### Routing congestion

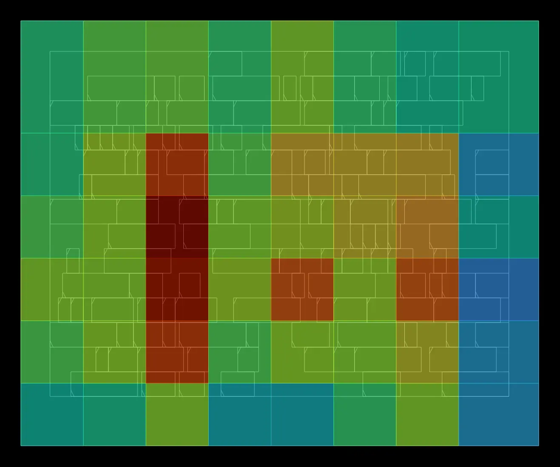
### Clock network drawn from the DEF

Scale: 6 px per µm.
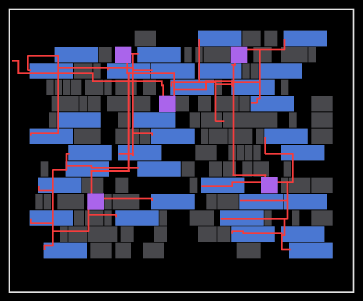
### Wires at chosen ports, followed through buffers

Scale: 4 px per µm.
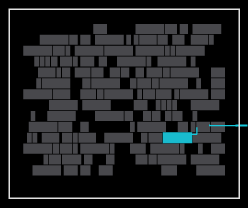
### M3 wires

Scale: 8 px per µm. Cells faint in the background.
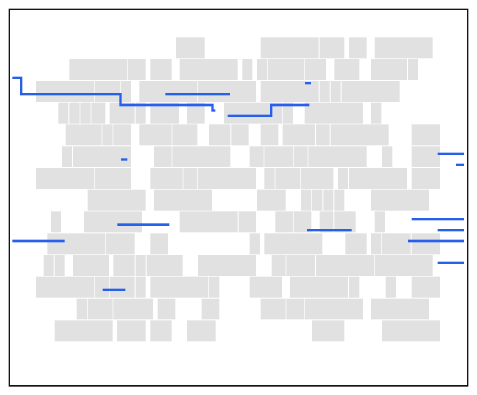
$ cat config.mk
export PLATFORM = sky130hd
export DESIGN_NAME = vote_button_conditioner
export DESIGN_NICKNAME = d
export VERILOG_FILES = /design/src/rtl/evm_pkg.sv /design/src/rtl/button_debouncer.sv /design/src/rtl/vote_button_conditioner.sv
export SDC_FILE = /design/constraint.sdc
export NUM_CORES = 1
export LEC_CHECK = 0
export CORE_ASPECT_RATIO = 0.8
export CORE_MARGIN = 3
export CORE_UTILIZATION = 58
export CTS_CLUSTER_SIZE = 10
export DETAILED_ROUTE_END_ITERATION = 6
export PLACE_DENSITY = 0.82
export SLEW_MARGIN = 20
export SYNTH_ARGS = -nofsm -noshare
export SYNTH_HDL_FRONTEND = slang
export SYNTH_HIERARCHICAL = 1
export SYNTH_SLANG_ARGS = --single-unit
export TNS_END_PERCENT = 30
$ cat constraint.sdc
create_clock -name clk -period 2.8 [get_ports clk]
set_input_delay 0.56 -clock clk [delete_from_list [all_inputs] [get_ports clk]]
set_output_delay 0.56 -clock clk [all_outputs]
set_load 0.01 [all_outputs]
$ cat src/rtl/evm_pkg.sv
// Shared EVM definitions: candidate count, button-conditioner FSM states and
// the default debounce length.
package evm_pkg;

  localparam int unsigned NUM_CANDIDATES          = 3;
  localparam int unsigned DEFAULT_DEBOUNCE_CYCLES = 16;

  typedef enum logic [0:0] {
    ST_IDLE = 1'b0,
    ST_LOCK = 1'b1
  } cond_state_e;

  function automatic logic [1:0] count_ones(input logic [NUM_CANDIDATES-1:0] v);
    return 2'(v[0]) + 2'(v[1]) + 2'(v[2]);
  endfunction

endpackage

$ cat src/rtl/button_debouncer.sv
// One push-button: 2-flop synchroniser, counter debounce and a one-cycle
// pulse on the edge where the debounced level rises.
module button_debouncer #(
  parameter int unsigned DEBOUNCE_CYCLES = 16,
  parameter int unsigned CNT_W           = 5
) (
  input  logic clk,
  input  logic rst,
  input  logic btn_i,
  output logic stable_o,
  output logic new_press_o,
  output logic quiet_o
);

  logic             sync1_q, sync2_q;
  logic [CNT_W-1:0] cnt_q, cnt_d;
  logic             stable_q, stable_d;
  logic             new_q, new_d;
  logic             flip;

  always_comb begin
    flip     = (sync2_q != stable_q) && (cnt_q == CNT_W'(DEBOUNCE_CYCLES - 1));
    stable_d = flip ? ~stable_q : stable_q;
    new_d    = flip && !stable_q;
    if (sync2_q == stable_q || flip) begin
      cnt_d = '0;
    end else begin
      cnt_d = cnt_q + CNT_W'(1);
    end
  end

  always_ff @(posedge clk) begin
    if (!rst) begin
      sync1_q  <= 1'b0;
      sync2_q  <= 1'b0;
      cnt_q    <= '0;
      stable_q <= 1'b0;
      new_q    <= 1'b0;
    end else begin
      sync1_q  <= btn_i;
      sync2_q  <= sync1_q;
      cnt_q    <= cnt_d;
      stable_q <= stable_d;
      new_q    <= new_d;
    end
  end

  assign stable_o    = stable_q;
  assign new_press_o = new_q;
  // Nothing released-but-not-yet-debounced is still moving through the pipe.
  assign quiet_o     = !sync1_q && !sync2_q && !stable_q;

endmodule

$ cat src/rtl/vote_button_conditioner.sv
// Conditions the three candidate buttons into one-hot, single-cycle vote
// pulses with simultaneous-press rejection and a per-press hold lockout.
module vote_button_conditioner
  import evm_pkg::*;
#(
  parameter int unsigned DEBOUNCE_CYCLES = DEFAULT_DEBOUNCE_CYCLES,
  parameter int unsigned CNT_W           = 5
) (
  input  logic clk,
  input  logic rst,
  input  logic btn_1,
  input  logic btn_2,
  input  logic btn_3,
  input  logic accept_en,
  output logic vote_candidate_1,
  output logic vote_candidate_2,
  output logic vote_candidate_3,
  output logic multi_press,
  output logic btn_busy
);

  if (DEBOUNCE_CYCLES < 2 || (2 ** CNT_W) <= DEBOUNCE_CYCLES) begin : g_param_check
    $error("vote_button_conditioner: bad DEBOUNCE_CYCLES/CNT_W");
  end

  logic [NUM_CANDIDATES-1:0] btn_raw, stable_w, new_w, quiet_w;

  assign btn_raw = {btn_3, btn_2, btn_1};

  for (genvar g = 0; g < NUM_CANDIDATES; g++) begin : g_btn
    button_debouncer #(
      .DEBOUNCE_CYCLES(DEBOUNCE_CYCLES),
      .CNT_W          (CNT_W)
    ) u_deb (
      .clk        (clk),
      .rst        (rst),
      .btn_i      (btn_raw[g]),
      .stable_o   (stable_w[g]),
      .new_press_o(new_w[g]),
      .quiet_o    (quiet_w[g])
    );
  end

  cond_state_e               state_q, state_d;
  logic [NUM_CANDIDATES-1:0] vote_q, vote_d;
  logic                      multi_q, multi_d;
  logic                      busy_q;
  logic                      settled_q;
  logic [1:0]                n_new;

  always_comb begin
    state_d = state_q;
    vote_d  = '0;
    multi_d = 1'b0;
    n_new   = count_ones(new_w);
    unique case (state_q)
      ST_IDLE: begin
        if (n_new == 2'd1) begin
          vote_d  = accept_en ? new_w : '0;
          state_d = ST_LOCK;
        end else if (n_new >= 2'd2) begin
          multi_d = 1'b1;
          state_d = ST_LOCK;
        end
      end
      ST_LOCK: begin
        // Leaving LOCK also waits for the synchronisers to be empty and, after
        // reset, for one cycle of real samples, so a button held through reset
        // cannot sneak a vote in before its stable level has had time to rise.
        if (settled_q && (&quiet_w) && (stable_w == '0)) begin
          state_d = ST_IDLE;
        end
      end
      default: state_d = ST_LOCK;
    endcase
  end

  always_ff @(posedge clk) begin
    if (!rst) begin
      state_q   <= ST_LOCK;
      vote_q    <= '0;
      multi_q   <= 1'b0;
      busy_q    <= 1'b0;
      settled_q <= 1'b0;
    end else begin
      state_q   <= state_d;
      vote_q    <= vote_d;
      multi_q   <= multi_d;
      busy_q    <= (state_d == ST_LOCK);
      settled_q <= 1'b1;
    end
  end

  assign vote_candidate_1 = vote_q[0];
  assign vote_candidate_2 = vote_q[1];
  assign vote_candidate_3 = vote_q[2];
  assign multi_press      = multi_q;
  assign btn_busy         = busy_q;

endmodule

==> flow_metrics.py <==
# Generated from Yosys and OpenROAD reports
metrics = {
    "setup_path": {
        "worstSetupEndpointType": "output pin",
        "r2r_start": "g_btn[0].u_deb/new_press_o",
        "critical_path.max_fanout": 1,
        "critPathRequiredTime_ns": 2.24,
        "capture_point_of_the_worst_reg_to_reg_path": "vote_q[1]",
        "crit_arrival_ns": 1.17,
    },
    "synth": {
        "post-synth-top-count-cell": "dfxtp_1",
        "postSynthCellCount": 114,
        "synthDominantAreaCellType": "dfxtp_1",
        "synth_top_area_share_pct": 56.1,
        "ys_dominant_reg_cell": "dfxtp_1",
        "async_reset_ff_share_pct": 0,
        "syn_nets": 127,
        "yosys.cell_types.count": 20,
    },
    "clock_network": {
        "tritoncts": "yes",
        "clk_root_buffer_cell": "clkbuf_4",
        "cts.sinks": 34,
        "quantity_of_hold_fixing_buffers_added_after_cts": 0,
        "ctsLongestPathBuffers": 2,
        "ctsResizeCount": 0,
    },
    "floorplan": {
        "core_region_area_um2": 1930,
        "die-area_um2": 2680,
    },
    "hold_path": {
        "timing.hold.worst.start": "g_btn[1].u_deb/cnt_q[0]",
    },
    "power": {
        "vdd.ir_drop.worst_mv": 0.460,
    },
    "drt": {
        "antenna_violating_nets_post_route": 0,
        "drt_iter0_drc": 2,
    },
    "placed_design": {
        "dpl.cell_count": 149,
    },
    "final_timing": {
        "post-route-min-period_ns": 1.73,
        "final_setup_violation_count": 0,
        "layout_worst_path_cycle_share_pct": 61.9,
        "slew-limit-headroom_pct": 86.1,
        "report.final.slew_viol_count": 0,
    },
    "run": {
        "maxCapViolCount": 0,
    },
    "layout": {
        "area_delta_synth_final_pct": 16.3,
    },
    "outcome": {
        "outcome": "completed",
    },
}
About 'Routing congestion':
Tot GR Track Use: 16.8%
WL per Instance: 11.1 µm
layer carrying the most global-route usage: met2
global routing met3 resource utilization: 10.2%

About 'Clock network drawn from the DEF':
legend:
  clock wires:
    color: red
    length: 364 µm
  flip-flops:
    color: blue
    count: 34
  clock-net drivers:
    color: purple
    count: 5
flops lie: all over the die
routed clock nets: 6
clock power share: 34.3%
clk ins delay skew pair: 0.33 ns
power attributed to the clock group: 276 µW
final worst clock skew: 0.00351 ns

About 'Wires at chosen ports, followed through buffers':
legend:
  multi_press:
    color: cyan
    bits: 1
    direction: output
    edge: right
    end_cells: 1
    buffers: 1
    wire: 9.90 µm
I/O pin cnt: 11
port bufs: 10

About 'M3 wires':
wire length on this layer: 91.5 µm
share of all routed wire: 5.2%
nets with wire on the layer: 10
longest straight run: 12.4 µm
main direction: horizontal
total wire length after detailed routing: 1.75 mm
number of vias after detailed routing: 770

-- state kept, by name, indices dropped and copies added (netlist names) --
register	flops
g_btn.u_deb/sync1_q	3
g_btn.u_deb/new_press_o	3
settled_q	1
g_btn.u_deb/stable_o	3
g_btn.u_deb/cnt_q	15
g_btn.u_deb/sync2_q	3
state_q	1
vote_q	3
btn_busy	1
multi_press	1
-- how the worst max path moves through the flow --
stage | end | cells after the start | startpoint
after floorplan | vote_q[0] | 4 | g_btn[0].u_deb/new_press_o
after global placement | vote_q[2] | 5 | rst
after detailed placement | vote_q[1] | 5 | rst
after CTS | vote_candidate_1 | 1 | vote_q[0]
after global routing | btn_busy | 1 | btn_busy
final | vote_candidate_1 | 1 | vote_q[0]
-- power breakdown --
part           internal [µW]  total [µW]  leakage (µW)  switching, µW
registers                492         497      0.000276           5.37
clock network            122         276     0.0000353            154
logic                   17.2        30.4      0.000255           13.1
total                    631         804      0.000567            173
-- metal layers --
metal	up-vias	track usage (%)	wire, µm
met5	-	0	0
met3	7	10.2	91
met4	0	6.94	51
met1	342	19.0	807
li1	405	-	-
met2	16	26.4	798
-- cells in the final DEF, fill, tap and decap left out, types with 3 or more instances in the layout --
cell type / instances
xnor2_1: 3
clkbuf_4: 5
nor2_1: 19
inv_1: 10
nand3b_2: 3
nand2_1: 3
nand3_1: 3
ha_1: 6
nor3_1: 4
clkdlybuf4s50_1: 10
and2_1: 6
and4b_2: 3
and3_1: 3
xor2_1: 6
mux2i_1: 3
nor2b_1: 3
dfxtp_1: 34
-- area by class of cell --
class	count	area [µm²]	area share [%]
flip-flops and latches	34	681	48.3
multi-input cells	70	494	35.0
repair buffers	11	108	7.63
clock buffers	7	55.1	3.90
inverters	10	37.5	2.66
well taps	24	30.0	2.13
clock inverters	1	5.00	0.355
-- through the flow --
| step | cell area, µm² | utilization [%] | power, µW | hold WS, ns | setup slack, ns |
|---|---|---|---|---|---|
| after floorplan | 1210 | - | 522 | 0.418 | 1.28 |
| after global placement | 1350 | 70.1 | 538 | 0.431 | 0.844 |
| after detailed placement | 1350 | 70.1 | 539 | 0.434 | 0.814 |
| after CTS | 1410 | 73.2 | 810 | 0.455 | 1.05 |
| after global routing | 1410 | 73.2 | 838 | 0.477 | 1.03 |
| final | 1410 | 73.2 | 804 | 0.454 | 1.07 |
-- logic make-up after synthesis --
group | after synthesis | share of synthesized area, %
buffers and inverters | 10 | 3.10
adder cells (fa/ha/maj) | 7 | 7.84
multiplexers | 3 | 2.48
AND/OR/NAND/NOR | 50 | 23.4
AND-OR/OR-AND | 1 | 0.516
flip-flops | 34 | 56.1
XOR/XNOR | 9 | 6.50
Power is estimated from default activity; no workload was simulated.
